===== src/rtl/tan_series_ctrl.sv =====
// tan_series_ctrl: sequencer for the tan accelerator.
// Computes tan(x) ~= x + sum_{k=1}^{N_TERMS-1} c_k * x^(2k+1) using one shared
// 16x16 multiplier. The coefficients come from an external combinational LUT.
// Optional macro TAN_SERIES_EARLY_EXIT_EN ends the run at the first zero term.
module tan_series_ctrl #(
   parameter int unsigned N_TERMS = 8
) (
   input  logic        clk,
   input  logic        rst,
   input  logic        start,
   input  logic [15:0] x_in,
   input  logic [15:0] lut_data,
   output logic [3:0]  lut_adr,
   output logic        busy,
   output logic        done,
   output logic [17:0] result
);

   typedef enum logic [2:0] {StIdle, StSquare, StPower, StTerm, StDone} state_e;

   localparam logic [3:0] KLast = 4'(N_TERMS - 1);

   state_e      state_q, state_d;
   logic [3:0]  k_q, k_d;
   logic [15:0] x_q, x_d;
   logic [15:0] x2_q, x2_d;
   logic [15:0] pow_q, pow_d;
   logic [17:0] acc_q, acc_d;
   logic [17:0] result_q, result_d;

   logic [15:0] mul_a, mul_b, mul_out;
   logic        term_last;
   logic        accept;

   // Operand select for the shared multiplier, keyed on the registered state
   always_comb begin
      mul_a = 16'h0;
      mul_b = 16'h0;
      unique case (state_q)
         StSquare: begin
            mul_a = x_q;
            mul_b = x_q;
         end
         StPower: begin
            mul_a = pow_q;
            mul_b = x2_q;
         end
         StTerm: begin
            mul_a = pow_q;
            mul_b = lut_data;
         end
         default: ;
      endcase
   end

   // Truncating Q0.16 multiply: keep the upper half of the product
   assign mul_out = 16'((32'(mul_a) * 32'(mul_b)) >> 16);

`ifdef TAN_SERIES_EARLY_EXIT_EN
   // pow never grows, so once a term is zero every later term is zero too
   assign term_last = (k_q == KLast) || (mul_out == 16'h0);
`else
   assign term_last = (k_q == KLast);
`endif

   assign accept = start && ((state_q == StIdle) || (state_q == StDone));

   // Next-state, datapath updates and decoded outputs
   always_comb begin
      state_d  = state_q;
      k_d      = k_q;
      x_d      = x_q;
      x2_d     = x2_q;
      pow_d    = pow_q;
      acc_d    = acc_q;
      result_d = result_q;
      lut_adr  = 4'h0;
      busy     = 1'b0;
      done     = 1'b0;

      unique case (state_q)
         StIdle: ;
         StSquare: begin
            busy = 1'b1;
            x2_d = mul_out;
            if (N_TERMS == 1) begin
               state_d  = StDone;
               result_d = acc_q;
            end else begin
               state_d = StPower;
            end
         end
         StPower: begin
            busy    = 1'b1;
            pow_d   = mul_out;
            state_d = StTerm;
         end
         StTerm: begin
            busy    = 1'b1;
            lut_adr = k_q;
            acc_d   = acc_q + {2'b00, mul_out};
            if (term_last) begin
               state_d  = StDone;
               result_d = acc_q + {2'b00, mul_out};
            end else begin
               k_d     = k_q + 4'd1;
               state_d = StPower;
            end
         end
         StDone: begin
            done    = 1'b1;
            state_d = StIdle;
         end
         default: state_d = StIdle;
      endcase

      // Start is honoured in IDLE and DONE alike, giving back-to-back runs
      if (accept) begin
         x_d     = x_in;
         acc_d   = {2'b00, x_in};
         pow_d   = x_in;
         k_d     = 4'd1;
         state_d = StSquare;
      end
   end

   // State and datapath registers with synchronous active-low reset
   always_ff @(posedge clk) begin
      if (!rst) begin
         state_q  <= StIdle;
         k_q      <= 4'h0;
         x_q      <= 16'h0;
         x2_q     <= 16'h0;
         pow_q    <= 16'h0;
         acc_q    <= 18'h0;
         result_q <= 18'h0;
      end else begin
         state_q  <= state_d;
         k_q      <= k_d;
         x_q      <= x_d;
         x2_q     <= x2_d;
         pow_q    <= pow_d;
         acc_q    <= acc_d;
         result_q <= result_d;
      end
   end

   assign result = result_q;

endmodule


===== config.mk =====
export PLATFORM = sky130hd
export DESIGN_NAME = tan_series_ctrl
export DESIGN_NICKNAME = d
export VERILOG_FILES = /design/src/rtl/tan_series_ctrl.sv
export SDC_FILE = /design/constraint.sdc
export NUM_CORES = 1
export LEC_CHECK = 0
export ABC_AREA = 1
export CORE_MARGIN = 1
export CORE_UTILIZATION = 30
export CTS_BUF_LIST = sky130_fd_sc_hd__clkbuf_4
export DETAILED_ROUTE_END_ITERATION = 8
export PLACE_DENSITY_LB_ADDON = 0.2
export RECOVER_POWER = 50
export SLEW_MARGIN = 15
export SYNTH_ARGS = -nofsm -noshare
export SYNTH_HDL_FRONTEND = slang
export SYNTH_SLANG_ARGS = --single-unit

===== constraint.sdc =====
create_clock -name clk -period 8.3 [get_ports clk]
set_input_delay 2.075 -clock clk [delete_from_list [all_inputs] [get_ports clk]]
set_output_delay 2.075 -clock clk [all_outputs]
set_load 0.02 [all_outputs]

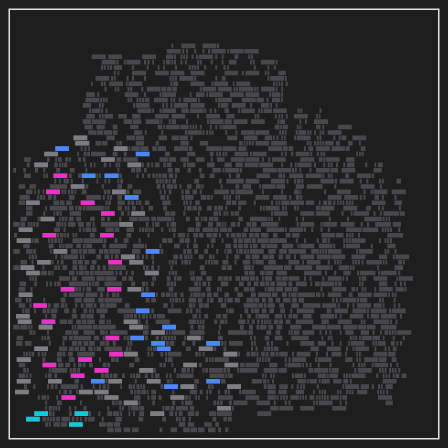
registers.png
- `pow_q`: blue (flops 16)
- `k_q`: cyan (flops 4; where bottom left)
- `acc_q`: magenta (flops 18)
- not colored: 53
power of the sequential group: 0.489 mW
fraction of area in registers: 9.62%
Register Area: 1820 µm²
utilization after layout: 42.5%

==> qor.yml <==
run_status: "finished with violations"
violations: "negative setup slack"
layout_setup_ws_ns: -0.00936
dr_wl_met3_um: 1610
worst-setup-path-type: "input port to flop"
drtPass1Iterations: 5
reg2reg_depth: 39
total_power_mw: 1.15
drt_wl_cell_um: 16.3
netSwitchingPower_mw: 0.443
synth_compound_gate_area_share_pct: 11.2
net_count_entering_floorplan: 2247
critical_path_peak_fanout: 3
crit_cells: 37
cts-resized-gates: 310
clock_skew_ns: 0.0443
nMultiInputCombCells: 1281
hold_path.startpoint: "k_q[2]$_SDFFE_PP0P_"
areaGrowthSynthToFinish_pct: 38.8
die_area_um2: 46300
grt.met2_usage_pct: 34.2
setup_viol_count_final: 1
clk_share_pct: 0.661
muxShareOfSynthArea_pct: 0
setup.worst_path.start: "lut_data[2]"
max-vdd-ir-drop_v: 0.0000600
grt_usage_pct: 20.0
rsz_0062_raised_after_global_routing: "yes"
die.size.x_um: 215
global_route.peak_usage_layer: "met2"
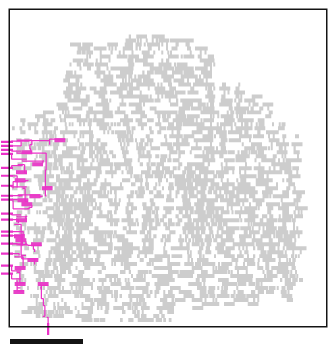
port_nets.png
The bar under the picture is 50 µm long.
- `result`: magenta (bits 18; direction output; end cells 18; wire 537 µm)
Port Buf Inserts: 58
count of boundary I/O pins: 59

Power figures rest on the tool's default switching activity, not on a simulated workload.
